--- config.mk ---
export PLATFORM = sky130hd
export DESIGN_NAME = sw_led_avs
export DESIGN_NICKNAME = d
export VERILOG_FILES = /design/src/rtl/sw_led_pkg.sv /design/src/rtl/sw_debouncer.sv /design/src/rtl/sw_led_avs.sv
export SDC_FILE = /design/constraint.sdc
export NUM_CORES = 1
export LEC_CHECK = 0
export CORE_MARGIN = 2
export CORE_UTILIZATION = 47
export DETAILED_ROUTE_END_ITERATION = 7
export PLACE_DENSITY = 0.79
export SYNTH_ARGS = -nofsm -noshare
export SYNTH_HDL_FRONTEND = slang
export SYNTH_SLANG_ARGS = --single-unit
--- constraint.sdc ---
create_clock -name clk -period 3 [get_ports clk]
set_clock_uncertainty 0.1 [all_clocks]
set_input_delay 0.6 -clock clk [delete_from_list [all_inputs] [get_ports clk]]
set_output_delay 0.6 -clock clk [all_outputs]
set_load 0.05 [all_outputs]
--- src/rtl/sw_led_pkg.sv ---
// Shared constants for the sw_led_avs register block: Avalon data width,
// word-address type and the register map.
package sw_led_pkg;

  localparam int AVS_DW = 32;

  typedef logic [1:0] reg_addr_t;

  localparam reg_addr_t ADDR_DATA = 2'd0;
  localparam reg_addr_t ADDR_LED  = 2'd1;
  localparam reg_addr_t ADDR_MASK = 2'd2;
  localparam reg_addr_t ADDR_EDGE = 2'd3;

endpackage

--- src/rtl/sw_debouncer.sv ---
// Switch input conditioning: 2-flop synchronizer followed by an optional
// whole-vector debouncer. Define SW_DEBOUNCE_EN to compile the debouncer in;
// otherwise the synchronized vector is registered straight into stable.
module sw_debouncer #(
  parameter int W      = 10,
  parameter int CYCLES = 500000
) (
  input  logic         clk,
  input  logic         reset,
  input  logic [W-1:0] sw_in,
  output logic [W-1:0] stable
);

  // A window shorter than two cycles cannot separate a glitch from a change.
  if (CYCLES < 2) begin : g_bad_cycles
    $error("sw_debouncer: CYCLES must be at least 2");
  end

  logic [W-1:0] sync0;
  logic [W-1:0] sync;

  // Two-flop synchronizer for the asynchronous switch inputs.
  always_ff @(posedge clk or posedge reset) begin
    if (reset) begin
      sync0 <= '0;
      sync  <= '0;
    end else begin
      sync0 <= sw_in;
      sync  <= sync0;
    end
  end

`ifdef SW_DEBOUNCE_EN
  localparam int CNT_W = $clog2(CYCLES);
  localparam logic [CNT_W-1:0] CNT_MAX = CNT_W'(CYCLES - 1);

  logic [W-1:0]     cand;
  logic [CNT_W-1:0] cnt;

  // Any change restarts the shared window; stable follows cand once the
  // window has run out, and the counter then parks at its last value.
  always_ff @(posedge clk or posedge reset) begin
    if (reset) begin
      cand   <= '0;
      cnt    <= '0;
      stable <= '0;
    end else if (sync != cand) begin
      cand <= sync;
      cnt  <= '0;
    end else if (cnt == CNT_MAX) begin
      stable <= cand;
    end else begin
      cnt <= cnt + CNT_W'(1);
    end
  end
`else
  // Without debouncing the synchronized vector is taken every cycle.
  always_ff @(posedge clk or posedge reset) begin
    if (reset) begin
      stable <= '0;
    end else begin
      stable <= sync;
    end
  end
`endif

endmodule

--- src/rtl/sw_led_avs.sv ---
// Avalon-MM switch/LED register block: DATA (RO), LED (RW), MASK (RW) and
// EDGE (W1C rising-edge capture) with a level irq. Build option
// SW_DEBOUNCE_EN enables the switch debouncer inside sw_debouncer.
module sw_led_avs
  import sw_led_pkg::*;
#(
  parameter int SW_W            = 10,
  parameter int LED_W           = 10,
  parameter int DEBOUNCE_CYCLES = 500000
) (
  input  logic              clk,
  input  logic              reset,
  input  logic [1:0]        avs_address,
  input  logic              avs_read,
  input  logic              avs_write,
  input  logic [31:0]       avs_writedata,
  output logic [31:0]       avs_readdata,
  output logic              irq,
  input  logic [SW_W-1:0]   sw_in,
  output logic [LED_W-1:0]  led_out
);

  logic [SW_W-1:0]   stable;
  logic [SW_W-1:0]   stable_d;
  logic [SW_W-1:0]   mask_reg;
  logic [SW_W-1:0]   edge_reg;
  logic [SW_W-1:0]   edge_set;
  logic [SW_W-1:0]   edge_clr;
  logic [AVS_DW-1:0] rd_mux;
  logic              unused_wdata;

  // Upper write-data bits are deliberately discarded.
  assign unused_wdata = ^avs_writedata;

  sw_debouncer #(
    .W      (SW_W),
    .CYCLES (DEBOUNCE_CYCLES)
  ) u_debouncer (
    .clk    (clk),
    .reset  (reset),
    .sw_in  (sw_in),
    .stable (stable)
  );

  // Rising edges of stable and W1C clear requests for this cycle.
  always_comb begin
    edge_set = stable & ~stable_d;
    edge_clr = '0;
    if (avs_write && (avs_address == ADDR_EDGE)) begin
      edge_clr = avs_writedata[SW_W-1:0];
    end
  end

  // Register file updates; a set beats a same-cycle clear of the same bit.
  always_ff @(posedge clk or posedge reset) begin
    if (reset) begin
      led_out  <= '0;
      mask_reg <= '0;
      edge_reg <= '0;
      stable_d <= '0;
    end else begin
      stable_d <= stable;
      edge_reg <= (edge_reg & ~edge_clr) | edge_set;
      if (avs_write && (avs_address == ADDR_LED)) begin
        led_out <= avs_writedata[LED_W-1:0];
      end
      if (avs_write && (avs_address == ADDR_MASK)) begin
        mask_reg <= avs_writedata[SW_W-1:0];
      end
    end
  end

  // Read mux of the current (pre-write) register values, zero-extended.
  always_comb begin
    rd_mux = '0;
    case (avs_address)
      ADDR_DATA: rd_mux = AVS_DW'(stable);
      ADDR_LED:  rd_mux = AVS_DW'(led_out);
      ADDR_MASK: rd_mux = AVS_DW'(mask_reg);
      ADDR_EDGE: rd_mux = AVS_DW'(edge_reg);
      default:   rd_mux = '0;
    endcase
  end

  // Read data register: fixed latency 1, holds between reads.
  always_ff @(posedge clk or posedge reset) begin
    if (reset) begin
      avs_readdata <= '0;
    end else if (avs_read) begin
      avs_readdata <= rd_mux;
    end
  end

  assign irq = |(edge_reg & mask_reg);

endmodule

==> run notes <==
Notes on the flow run.

- At the worst endpoint, the required time is around 2.3 ns.
- approximately 110 cells are multi-input combinational gates.
- The most used routing layer is met2, for reference.
- Per the detail_route log, met2 wirelength is 2.88 mm.
- The run finished with clean final reports.
- The transition time of the tightest slew-check pin is 0.574 ns, for reference.
- The worst stage delay on the critical path is approximately 0.73 ns, for reference.
- The cell area power density is 695 nW/µm², for reference.
- The multi-input gate share of the layout cell area is 25.0%, for reference.
- The number of buffers added to fix hold violations after cts is 0, for reference.
- Summed over its instances, the top area cell type makes up approximately 63% of the synthesized netlist area.
- The cell with the most instances after synthesis is sky130_fd_sc_hd__dfrtp_1, for reference.
- After Yosys synthesis, full adders, half adders and majority gates account for 0% of the synthesized area.
- Global routing used ~27% of the available met2 tracks.
- Entering global routing, the biggest net connects approximately 48 pins.
- STA classifies the critical path startpoint as a flop.
- The kind of capture point of the worst setup path is an output port, for reference.
- The post-detailed-route count of antenna-violating nets is 0, for reference.
- In the synthesized netlist the async set-or-reset flop fraction comes to 100%.
- In the synthesized netlist, the number of instances is around 220.
- The fraction of the mapped netlist area in compound gates is under 10%, for reference.
- The final hold violation count recorded for this run is 0.
- The layout report lists the combined flip-flop and latch area as between 2000 and 2500 µm².
- According to the dpl log, the detail-placed design has an HPWL of about 3.9 mm.
- The count of buffers added on input and output ports is between 40 and 50.
- The worst path arrival time is about 2.2 ns, for reference.
- The analysis reports a worst IR drop on VDD of between 400 and 500 µV.
- Counting only logic cells after layout, the most numerous master is sky130_fd_sc_hd__dfrtp_1.
- The report shows a maximum critical-path fanout of 3.
- For the worst flop-to-flop path, the logic depth is 3.
- In this run the most critical hold path is launched from u_debouncer.sync0[0].
- The final critical-path required period is 2.86 ns, for reference.
- The clock-pin slew of the registers on the worst-case setup and hold paths is ~0.070 ns, for reference.
- The number of resized instances in the post-cts repair step is 0, for reference.
- Buffers added to address setup during post-CTS repair amount to 0.
- The detailed-route DRC error count is 0, for reference.
- The sequential-cell power consumption is between 0.001 and 0.0015 W, for reference.
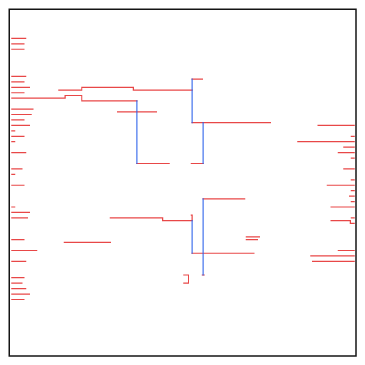
**Above:** metal layers overlaid.
(4 px per µm) Only two layers are drawn.
legend:
  red:
    layer: metal 3
    wire_length: 355 µm
  blue:
    layer: metal 4
    wire_length: 63.9 µm
average wire per standard cell: 16.4 µm
wirelength, routed: 5.89 mm

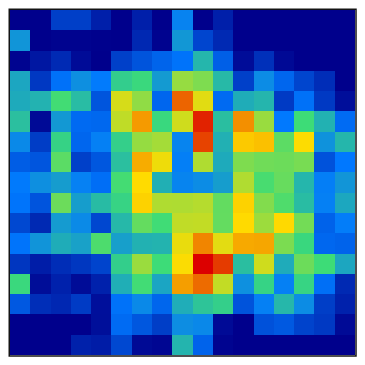
**Above:** wire density map.
(4 px per µm) The die is cut into 17 by 17 equal tiles; dark blue is low, red is high, scaled to the fullest tile. Values are wire area over tile area, all layers added.
densest ninth of the die: center
fullest tile: 0.40
mean over tiles: 0.13
nearly empty tiles: 16%
tiles over half the peak: 25%
via count: 1834
Tot GR Track Use: 17.7%

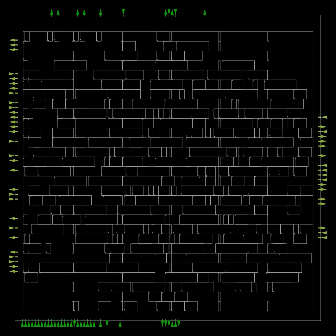
**Above:** cell outlines without signal wires.
fillcell total: 520
total number of tap cells: 77
core utilization of the finished layout: 59.6%

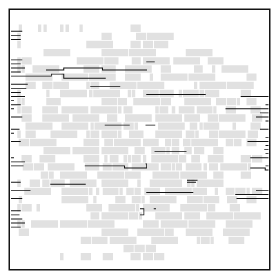
**Above:** signal wires on met3.
(3 px per µm) Cells faint in the background.
nets with wire on the layer: 54
main direction: horizontal
met3 capacity usage during global routing: 6.19%

Power figures rest on the tool's default switching activity, not on a simulated workload.
